## config.mk

```make
export PLATFORM = sky130hd
export DESIGN_NAME = sync_fifo_flags
export DESIGN_NICKNAME = d
export VERILOG_FILES = /design/src/rtl/sync_fifo_flags.sv
export SDC_FILE = /design/constraint.sdc
export NUM_CORES = 1
export LEC_CHECK = 0
export CAP_MARGIN = 20
export CORE_MARGIN = 2
export CORE_UTILIZATION = 57
export CTS_CLUSTER_DIAMETER = 80
export DETAILED_ROUTE_END_ITERATION = 16
export DONT_BUFFER_PORTS = 1
export GPL_TIMING_DRIVEN = 0
export HOLD_SLACK_MARGIN = 0.15
export PLACE_DENSITY = 0.72
export SETUP_SLACK_MARGIN = 0.5
export SYNTH_ARGS = -nofsm -noshare
export SYNTH_HDL_FRONTEND = slang
export SYNTH_SLANG_ARGS = --single-unit
```

## constraint.sdc

```tcl
create_clock -name i_clk -period 3.15 [get_ports i_clk]
set_input_delay 0.315 -clock i_clk [delete_from_list [all_inputs] [get_ports i_clk]]
set_output_delay 0.315 -clock i_clk [all_outputs]
set_load 0.03 [all_outputs]
```

## src/rtl/sync_fifo_flags.sv

```systemverilog
// Single-clock FIFO with registered or first-word-fall-through read, programmable
// almost-full/almost-empty thresholds, fill level, synchronous flush and sticky error flags.
module sync_fifo_flags #(
  parameter int G_WIDTH  = 8,
  parameter int G_DEPTH  = 4,
  parameter int G_FWFT   = 0,
  parameter int G_AFULL  = 12,
  parameter int G_AEMPTY = 4
) (
  input  logic               i_clk,
  input  logic               i_rst,
  input  logic               i_flush,
  input  logic               i_wr,
  input  logic [G_WIDTH-1:0] i_data,
  input  logic               i_rd,
  input  logic               i_clr_err,
  output logic [G_WIDTH-1:0] o_data,
  output logic               o_valid,
  output logic               o_full,
  output logic               o_empty,
  output logic               o_afull,
  output logic               o_aempty,
  output logic [G_DEPTH:0]   o_fill,
  output logic               o_overflow,
  output logic               o_underflow
);

  localparam int NWORDS = 2 ** G_DEPTH;
  localparam logic [G_DEPTH:0] C_FULL   = (G_DEPTH + 1)'(NWORDS);
  localparam logic [G_DEPTH:0] C_AFULL  = (G_DEPTH + 1)'(G_AFULL);
  localparam logic [G_DEPTH:0] C_AEMPTY = (G_DEPTH + 1)'(G_AEMPTY);
  localparam logic [G_DEPTH:0] C_ONE    = (G_DEPTH + 1)'(1);

  logic [G_WIDTH-1:0] mem_q [NWORDS];

  logic [G_DEPTH:0] wr_ptr_q, wr_ptr_d;
  logic [G_DEPTH:0] rd_ptr_q, rd_ptr_d;
  logic [G_DEPTH:0] fill_q, fill_d;
  logic             ovf_q, ovf_d;
  logic             udf_q, udf_d;

  logic full, empty;
  logic rd_ok, wr_ok;
  logic rd_go, wr_go;

  assign full  = (fill_q == C_FULL);
  assign empty = (fill_q == '0);

  // Acceptance is judged without flush so errors are computed on the raw request;
  // flush then vetoes the actual pointer/memory update.
  assign rd_ok = i_rd && !empty;
  assign wr_ok = i_wr && (!full || rd_ok);
  assign rd_go = rd_ok && !i_flush;
  assign wr_go = wr_ok && !i_flush;

  always_comb begin
    wr_ptr_d = wr_ptr_q;
    rd_ptr_d = rd_ptr_q;
    fill_d   = fill_q;
    ovf_d    = ovf_q;
    udf_d    = udf_q;

    if (i_flush) begin
      wr_ptr_d = '0;
      rd_ptr_d = '0;
      fill_d   = '0;
    end else begin
      if (wr_go) wr_ptr_d = wr_ptr_q + C_ONE;
      if (rd_go) rd_ptr_d = rd_ptr_q + C_ONE;
      case ({wr_go, rd_go})
        2'b10:   fill_d = fill_q + C_ONE;
        2'b01:   fill_d = fill_q - C_ONE;
        default: fill_d = fill_q;
      endcase
    end

    if (i_clr_err) begin
      ovf_d = 1'b0;
      udf_d = 1'b0;
    end
    // Set after clear so a same-cycle error wins over the clear.
    if (!i_flush && i_wr && !wr_ok) ovf_d = 1'b1;
    if (!i_flush && i_rd && !rd_ok) udf_d = 1'b1;
  end

  always_ff @(posedge i_clk or posedge i_rst) begin
    if (i_rst) begin
      wr_ptr_q <= '0;
      rd_ptr_q <= '0;
      fill_q   <= '0;
      ovf_q    <= 1'b0;
      udf_q    <= 1'b0;
    end else begin
      wr_ptr_q <= wr_ptr_d;
      rd_ptr_q <= rd_ptr_d;
      fill_q   <= fill_d;
      ovf_q    <= ovf_d;
      udf_q    <= udf_d;
    end
  end

  always_ff @(posedge i_clk) begin
    if (wr_go) mem_q[wr_ptr_q[G_DEPTH-1:0]] <= i_data;
  end

  generate
    if (G_FWFT != 0) begin : g_fwft
      // Head word is shown whenever the FIFO holds data; forced to zero when empty.
      assign o_data  = empty ? '0 : mem_q[rd_ptr_q[G_DEPTH-1:0]];
      assign o_valid = !empty;
    end else begin : g_std
      logic [G_WIDTH-1:0] data_q;
      logic               vld_q;

      always_ff @(posedge i_clk or posedge i_rst) begin
        if (i_rst) begin
          data_q <= '0;
          vld_q  <= 1'b0;
        end else begin
          vld_q <= rd_go;
          if (rd_go) data_q <= mem_q[rd_ptr_q[G_DEPTH-1:0]];
        end
      end

      assign o_data  = data_q;
      assign o_valid = vld_q;
    end
  endgenerate

  assign o_full      = full;
  assign o_empty     = empty;
  assign o_afull     = (fill_q >= C_AFULL);
  assign o_aempty    = (fill_q <= C_AEMPTY);
  assign o_fill      = fill_q;
  assign o_overflow  = ovf_q;
  assign o_underflow = udf_q;

endmodule

```

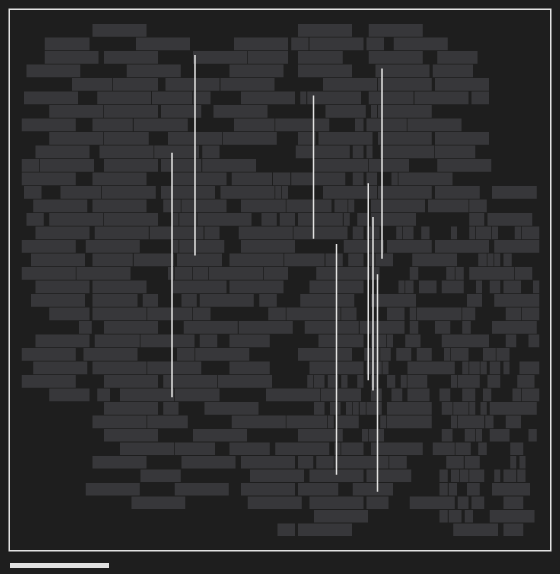
Fig. 1. Metal 4 (run 1).
Scale bar: 20 um. Cells faint in the background.
- longest straight run: 49.0 um
- main direction: vertical
- share of all routed wire: 2.6%
- wire length on this layer: 320 um
final WL: 12500 um
vias: 3275

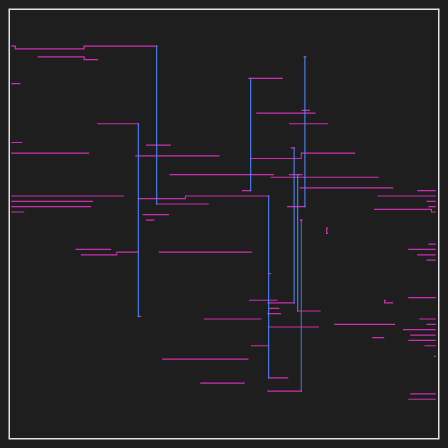
Fig. 2. Signal wires by layer (run 1).
Two of the layers only.
- magenta: met3 (wire length 668 um)
- blue: met4 (wire length 320 um)

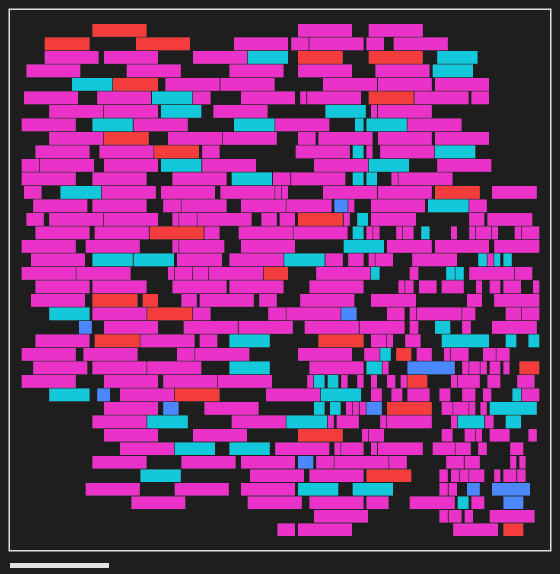
Fig. 3. Cells by drive strength (run 1).
Scale bar: 20 um.
- magenta: drive 1 or less (cells 298; share 75%)
- red: drive 6 and up (cells 26; share 6.6%)
- cyan: drive 2 (cells 60; share 15%)
- blue: drive 3 to 4 (cells 11; share 2.8%)
design area: 0.00723 mm^2
area growth from synthesis to layout: 15.4%
Setup WS post-layout: 517 ps
Non-clock buffers: 32

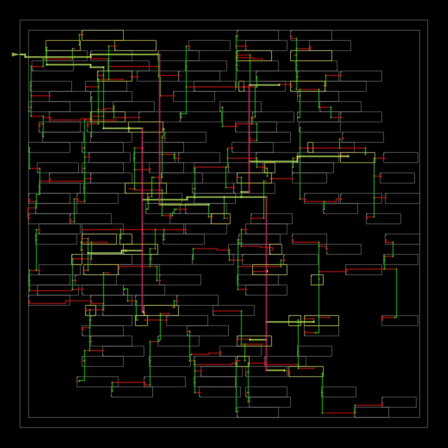
Fig. 4. Clock routing (run 1).
clock buffers: 18
flip-flops: 152

==> ci_impl_report.md, run 1 <==
## PnR job results

| Metric | Value |
|---|---|
| GP Congestion | `0.837` |
| WP depth | `9` |
| M1 wire length | `5090 um` |
| Top cell area share | `61.4%` |
| Hold Fails Final Rpt | `0` |
| Final setup viols | `0` |
| Clock-pin slew on the worst setup and hold paths | `60 ps` |
| Multi-In Gates | `between 150 and 200` |
| Postcts setup bufs | `1` |
| Status | `finished, final reports clean` |
| Total die size | `about 0.012 mm^2` |
| Logic area | `0.00172 mm^2` |
| Die H | `~110 um` |
| Worst path required time | `3570 ps` |
| Pre-CTS setup slack | `~60 ps` |
| Asr flop ratio synth | `15.8%` |
| Layout Cells excl Fill | `535` |
| Fin crit period | `2630 ps` |
| Element type at the critical path end | `flop` |
| Non-clock buffering overhead | `3.29%` |
| Worst reg2reg path depth | `9` |
| Final Power | `5620 uW` |
| GRT Util Overall | `23.4%` |
| Placed Area | `roughly 0.0064 mm^2` |
| OpenROAD warnings | `31` |
| Die Width | `109 um` |
| Mean Syn Cell Area | `17.9 um^2` |
| Share of cells above drive strength 1 | `24.6%` |
| First-pass GRT wire length | `19300 um` |
| Post-placement cell count | `489` |
| Final TNS setup | `0 ps` |
## run 1: sequential cells by signal (all words and copies together), names as in the netlist
| name | cells |
|---|---|
| rd_ptr_q | 4 |
| o_fill | 5 |
| o_data | 8 |
| mem_q | 128 |
| o_underflow | 1 |
| wr_ptr_q | 4 |
| o_overflow | 1 |
| o_valid | 1 |
## run 1: cell usage in the layout, fill, tap and decap left out, types with 4 or more instances in the layout
master           n
inv_1            7
edfxtp_1       128
xor2_1           4
dlygate4sd3_1   13
nand2b_1         5
ha_1             7
mux4_2          32
clkinv_4         4
buf_2            7
clkbuf_1         7
nor2_1          17
nand2_1         18
nand3_1          4
bufinv_16        4
nor2_2          11
o221ai_1         9
a21oi_1          6
clkbuf_16       16
nor3_1           4
dfrtp_1         22
mux2i_1         19
## run 1: cell families after synthesis
group | share of synthesized area (%)
simple gates | 5.33
buf+inv | 2.06
compound gates | 4.87
mux | 14.5
fa+ha+maj | 1.40
xor+xnor | 0.839
flops | 71.0
## run 1: power by group
group	internal, uW	switching [uW]
Clock	1290	802
Combinational	423	546
Sequential	2290	267
Total	4000	1620
## run 1: final timing paths
path                                    startpoint                      end  slack [ps]
setup / recovery             o_fill[2]$_DFFE_PP0P_    o_fill[4]$_DFFE_PP0P_         520
min in group asynchronous                    i_rst    o_data[4]$_DFFE_PP0P_         440
hold / removal                                i_wr    o_fill[4]$_DFFE_PP0P_         190
hold reg to reg            rd_ptr_q[2]$_DFFE_PP0P_  rd_ptr_q[2]$_DFFE_PP0P_         600
max in group asynchronous                    i_rst    o_fill[2]$_DFFE_PP0P_        2060
setup reg to reg             o_fill[2]$_DFFE_PP0P_    o_fill[4]$_DFFE_PP0P_         520
Fig. 5: run 1, signal wires on met2
Cells faint in the background.
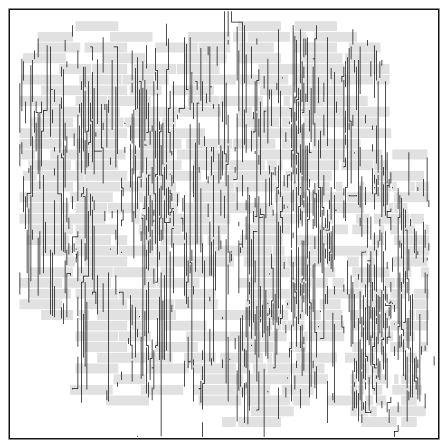

==> run 2, diff against run 1 <==
Settings changed: PLACE_DENSITY 0.72 to 0.75.
Clock period 3.15 ns to 2.41 ns, I/O delays scaled along.
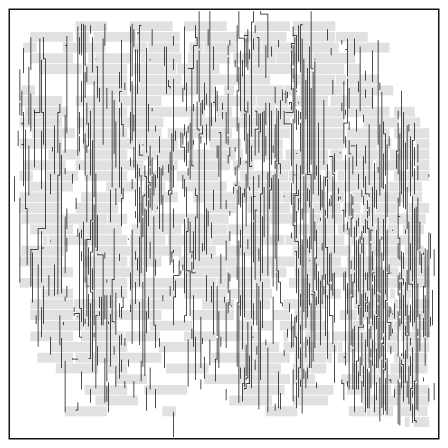
Fig. 6. Signal wires on met2 (run 2).
Cells faint in the background.
- nets with wire on the layer: 396
- wire length on this layer: 6900 um
- share of all routed wire: 52%
- main direction: vertical
GR Util met2: 41.0%
final WL: 13200 um
vias: 3399

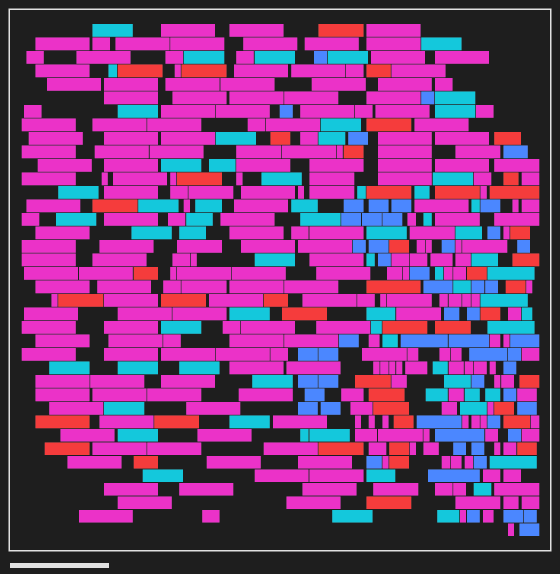
Fig. 7. Cells by drive strength (run 2).
Scale bar: 20 um.
- red: drive 6 and up (cells 44; share 10%)
- blue: drive 3 to 4 (cells 54; share 13%)
- magenta: drive 1 or less (cells 258; share 61%)
- cyan: drive 2 (cells 66; share 16%)
area growth from synthesis to layout: 25.5%
design area: 0.00786 mm^2
Non-clock buffers: 59
Setup WS post-layout: 116 ps

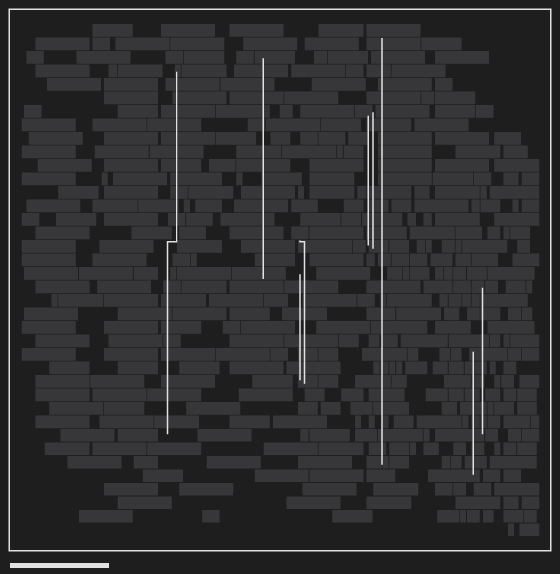
Fig. 8. Metal 4 (run 2).
Scale bar: 20 um. Cells faint in the background.
- nets with wire on the layer: 8
- wire length on this layer: 362 um
- main direction: vertical
- share of all routed wire: 2.8%

==> run 2 against run 1 <==
Effect of this change: combinational power up 100%; wire length grew 5.3%; worst hold slack improved by 7.8 ps; register-to-register slack worse by 380 ps; highest routed layer unchanged; power is 40% higher; count of clock-buffer cells in the layout is 5 higher; sequential power is 32% higher; final cell count grew 5.0%; critical path type is now reg2out; final area is 8.7% higher.
==> ci_impl_report.md, run 2 <==
## PnR job results

| Metric | Value |
|---|---|
| Share of cells above drive strength 1 | `38.9% (was 24.6%)` |
| Most frequent logic cell in the layout | `edfxtp_1 (unchanged)` |
| Final setup viols | `0 (unchanged)` |
| Post-placement cell count | `489 (unchanged)` |
| Clock-pin slew on the worst setup and hold paths | `60 ps (about the same)` |
| Main kind of combinational logic by area | `multiplexers (unchanged)` |
| Switching share of power | `29.6% (was 28.7%)` |
| Placed Area | `0.00664 mm^2 (was 0.00644 mm^2)` |
| Status | `finished, final reports clean (unchanged)` |
| Combinational Power Share | `25.3% (was 17.2%)` |
| Leading power group | `sequential cells (unchanged)` |
| Max reg flops | `128 (unchanged)` |
| Pre-CTS setup slack | `-121 ps (was 59.5 ps)` |
| Top cell area share | `61.4% (unchanged)` |
| Xor+xnor area frac | `0.839% (unchanged)` |
| Mean Syn Cell Area | `17.9 um^2 (unchanged)` |
| Ao+oa area frac | `4.87% (unchanged)` |
| R2R Setup Slk | `140 ps (was 520 ps)` |
| Int Power | `5520 uW (was 4000 uW)` |
| First-pass GRT wire length | `19800 um (was 19300 um)` |
| Sequential power | `3360 uW (was 2550 uW)` |
| Sw Pwr | `2320 uW (was 1620 uW)` |
| Final TNS setup | `0 ps (unchanged)` |
| Worst path required time | `2170 ps (was 3570 ps)` |
| Layout Cells excl Fill | `562 (was 535)` |
| OpenROAD warnings | `32 (was 31)` |
| Clock power share | `31.9% (was 37.3%)` |
| Synth mux share | `14.5% (unchanged)` |
| GRT Util Overall | `24.0% (was 23.4%)` |
| Hold Fails Final Rpt | `0 (unchanged)` |
| Die H | `109 um (unchanged)` |
| Most frequent cells in the layout | `edfxtp_1 (128), mux4_2 (32), dfrtp_1 (19) (was edfxtp_1 (128), mux4_2 (32), dfrtp_1 (22))` |
| Total die size | `0.0118 mm^2 (unchanged)` |
| Element type at the critical path end | `primary output (was flop)` |
| Fin crit period | `2290 ps` |
| GP Congestion | `0.865 (was 0.837)` |
| Final Power | `7840 uW (was 5620 uW)` |
| Postcts setup bufs | `19 (was 1)` |
run 2: cell counts after synthesis:
Identical to the previous run, type by type.
run 2: final cells by class:
| cell class | count | area share (%) |
|---|---|---|
| Sequential cell | 152 | 56.6 |
| Clock inverter | 9 | 1.27 |
| Inverter | 8 | 0.493 |
| Tap cell | 140 | 2.23 |
| Buffer | 18 | 2.10 |
| Clock buffer | 23 | 5.94 |
| Multi-Input combinational cell | 171 | 26.2 |
| Timing Repair Buffer | 41 | 5.09 |
run 2: final timing paths:
kind,startpoint,endpoint,cells after the start
worst max-delay path,o_fill[0]$_DFFE_PP0P_,o_empty,3
worst min-delay path,i_wr,wr_ptr_q[1]$_DFFE_PP0P_,4
worst max register to register,o_fill[0]$_DFFE_PP0P_,mem_q[0][2]$_DFFE_PP_,7
worst min register to register,wr_ptr_q[1]$_DFFE_PP0P_,wr_ptr_q[1]$_DFFE_PP0P_,2
max in group asynchronous,i_rst,o_fill[4]$_DFFE_PP0P_,4
min in group asynchronous,i_rst,o_valid$_DFF_PP0_,3
run 2: kinds of logic (layout without fill, tap and decap cells):
| logic type | count (synthesis) | in the layout |
|---|---|---|
| compound gates | 38 | 38 |
| xor+xnor | 6 | 6 |
| fa+ha+maj | 7 | 7 |
| buf+inv | 26 | 99 |
| flops | 152 | 152 |
| mux | 51 | 51 |
| simple gates | 69 | 69 |
run 2: per-layer routing:
metal / vias up / GRT usage (%) / wire (um)
met5: - / 0 / 0
met4: 0 / 9.71 / 361
met3: 26 / 5.74 / 634
met2: 96 / 41.0 / 6900
met1: 1765 / 29.7 / 5270
li1: 1512 / - / -
run 2: tightest hold or removal path: stages:
cell	delay (ps)
o31a_1	90
buf_6	160
mux2i_1	130
nor2_1	80
Fig. 9: run 2, signal wires by layer
Two of the layers only.
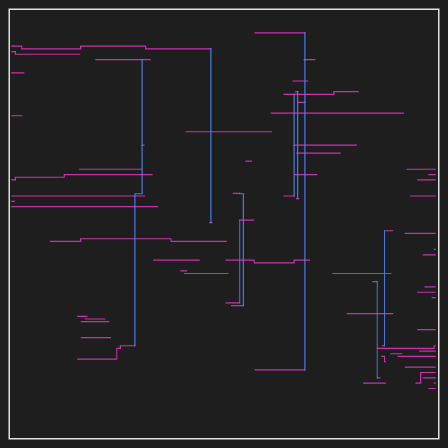

==> run 3, diff against run 2 <==
==> constraint.sdc (replaced) <==
create_clock -name i_clk -period 2.41 [get_ports i_clk]
set_input_delay 0.241 -clock i_clk [delete_from_list [all_inputs] [get_ports i_clk]]
set_output_delay 0.241 -clock i_clk [all_outputs]
set_load 0.005 [all_outputs]
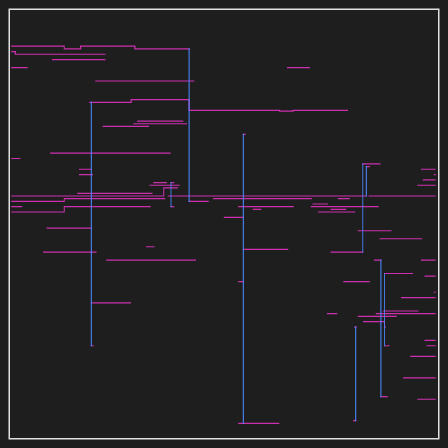
Fig. 10. Signal wires by layer (run 3).
Two of the layers only.
- blue: met4 (wire length 287 um)
- magenta: met3 (wire length 794 um)

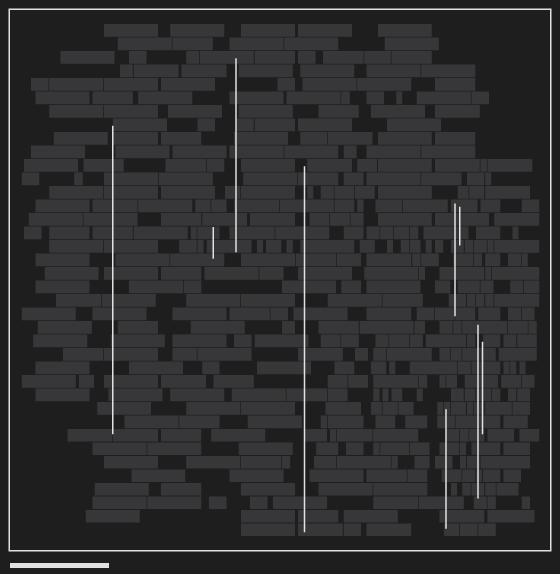
Fig. 11. Metal 4 (run 3).
Scale bar: 20 um. Cells faint in the background.
- longest straight run: 73.4 um
- nets with wire on the layer: 8
- share of all routed wire: 2.2%
- wire length on this layer: 287 um
- main direction: vertical

==> run 3 against run 2 <==
Effect of this change: final area shrank 1.6%; utilization down 1.1 points; critical path type is now in2reg; die size is the same; via count up 0.47%; combinational power is 12% lower; highest routed layer unchanged; register-to-register slack gained 40 ps; critical path depth grew 6; power shrank 3.1%; critical endpoint is now o_fill[4]$_DFFE_PP0P_; wire length is 1.9% lower; clock skew up 1.2 ps.
==> ci_impl_report.md, run 3 <==
## PnR job results

| Metric | Value |
|---|---|
| PD cells | `981 mW/mm^2 (was 997 mW/mm^2)` |
| Final setup viols | `0 (unchanged)` |
| Leading power group | `sequential cells (unchanged)` |
| Setup WS post-layout | `176 ps (was 116 ps)` |
| Xor+xnor area frac | `0.839% (unchanged)` |
| Combinational Power Share | `23.0% (was 25.3%)` |
| Mean Syn Cell Area | `17.9 um^2 (unchanged)` |
| Worst path required time | `2820 ps (was 2170 ps)` |
| Post-Syn Area | `0.00626 mm^2 (unchanged)` |
| WP depth | `9 (was 3)` |
| First-pass GRT wire length | `19500 um (was 19800 um)` |
| Worst reg2reg path depth | `9 (was 7)` |
| Clock power share | `35.5% (was 31.9%)` |
| RR Endpoint | `o_fill[4]$_DFFE_PP0P_ (was mem_q[0][2]$_DFFE_PP_)` |
| Final WL | `12900 um (was 13200 um)` |
| R2R Setup Slk | `180 ps (was 140 ps)` |
| Die Width | `109 um (unchanged)` |
| Sequential power | `3150 uW (was 3360 uW)` |
| GP Congestion | `0.850 (was 0.865)` |
| Area growth from synthesis to layout | `23.6% (was 25.5%)` |
| Critical Path AT | `2650 ps (was 2050 ps)` |
| Element type at the critical path end | `flop (was primary output)` |
| Synth mux share | `14.5% (unchanged)` |
| Hold Fails Final Rpt | `0 (unchanged)` |
| Pre-CTS setup slack | `-55.1 ps (was -121 ps)` |
| Asr flop ratio synth | `15.8% (unchanged)` |
| Max reg flops | `128 (unchanged)` |
| OpenROAD warnings | `33 (was 32)` |
| Total die size | `0.0118 mm^2 (unchanged)` |
| Adder Share, Synth | `1.40% (unchanged)` |
| Fin crit period | `2230 ps (was 2290 ps)` |
| Final Power | `7590 uW (was 7840 uW)` |
| Global Route met3 Usage | `7.65% (was 5.74%)` |
| Status | `finished, final reports clean (unchanged)` |
| Simple share | `5.33% (unchanged)` |
| Post-placement cell count | `489 (unchanged)` |
| Clock-pin slew on the worst setup and hold paths | `60 ps (about the same)` |
| Crit path capture | `o_fill[4]$_DFFE_PP0P_ (was o_empty)` |
| Top cell area share | `61.4% (unchanged)` |
| Vias | `3415 (was 3399)` |
| GRT met1 Usage | `29.8% (was 29.7%)` |
| Layout Cells excl Fill | `558 (was 562)` |
| GRT Util Overall | `23.8% (was 24.0%)` |
| Worst r2r src | `o_fill[1]$_DFFE_PP0P_ (was o_fill[0]$_DFFE_PP0P_)` |
| Comb. pwr | `1740 uW (was 1980 uW)` |
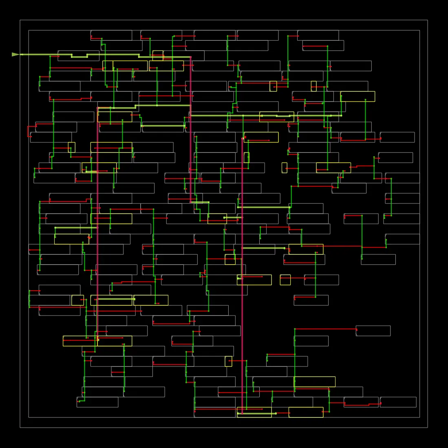
Fig. 12. Clock routing (run 3).
TritonCTS buffer count: 17
Worst Skew: 6.12 ps

## run 3: cell types whose count changed in the layout (fill, tap and decap cells not counted), sizes merged
cell	delta
buf	-9
bufinv	+2
clkbuf	-1
clkdlybuf4s18	-1
clkinv	-2
clkinvlp	+3
dlygate4sd3	+3
inv	+1
## run 3: timing repair
item,in CTS,in global routing
resized,27,29
hold buffers,16,1
setup buffers,11,9
pin swaps,7,10
setup endpoints to repair,146,151
hold endpoints to repair,179,32
## run 3: kinds of logic (layout without fill, tap and decap cells)
logic type                 Yosys count  count (layout)
DFF                                152             152
and+or+nand+nor                     69              69
muxes                               51              51
AOI/OAI and AO/OA                   38              38
buffers and inverters               26              95
adders and majority gates            7               7
xor gates and xnor gates             6               6
## run 3: per-layer routing
metal	share of wire (%)	vias to the layer above
met3	6.1	24
met1	41	1758
met2	51	119
met4	2.2	0
li1	-	1514
met5	0	-
## run 3: area by class of cell
type,instances,area [um^2]
Sequential cell,152,4450
Fill cell,633,3050
Multi-Input combinational cell,171,1970
Clock buffer,19,422
Timing Repair Buffer,37,337
Clock inverter,13,178
Tap cell,140,175
Buffer,18,173
Inverter,8,33.8
## run 3: worst min path at each step
stage               startpoint                      to  slack, ps  depth (start not counted)
floorplan                i_rst   o_data[0]$_DFFE_PP0P_        260                          1
global placement     i_data[1]  mem_q[10][1]$_DFFE_PP_        340                          0
detailed placement   i_data[1]   mem_q[8][1]$_DFFE_PP_        340                          0
CTS                       i_wr   o_fill[2]$_DFFE_PP0P_       -140                          2
global route              i_wr   o_fill[1]$_DFFE_PP0P_        160                          4
finish                    i_wr   o_fill[3]$_DFFE_PP0P_        150                          4
## run 3: worst min-delay path: stages
cell and delay (ps):
nand2b_1 90, mux2i_4 110, nor3_2 140, a211oi_2 50
Power and IR drop assume default switching activity.
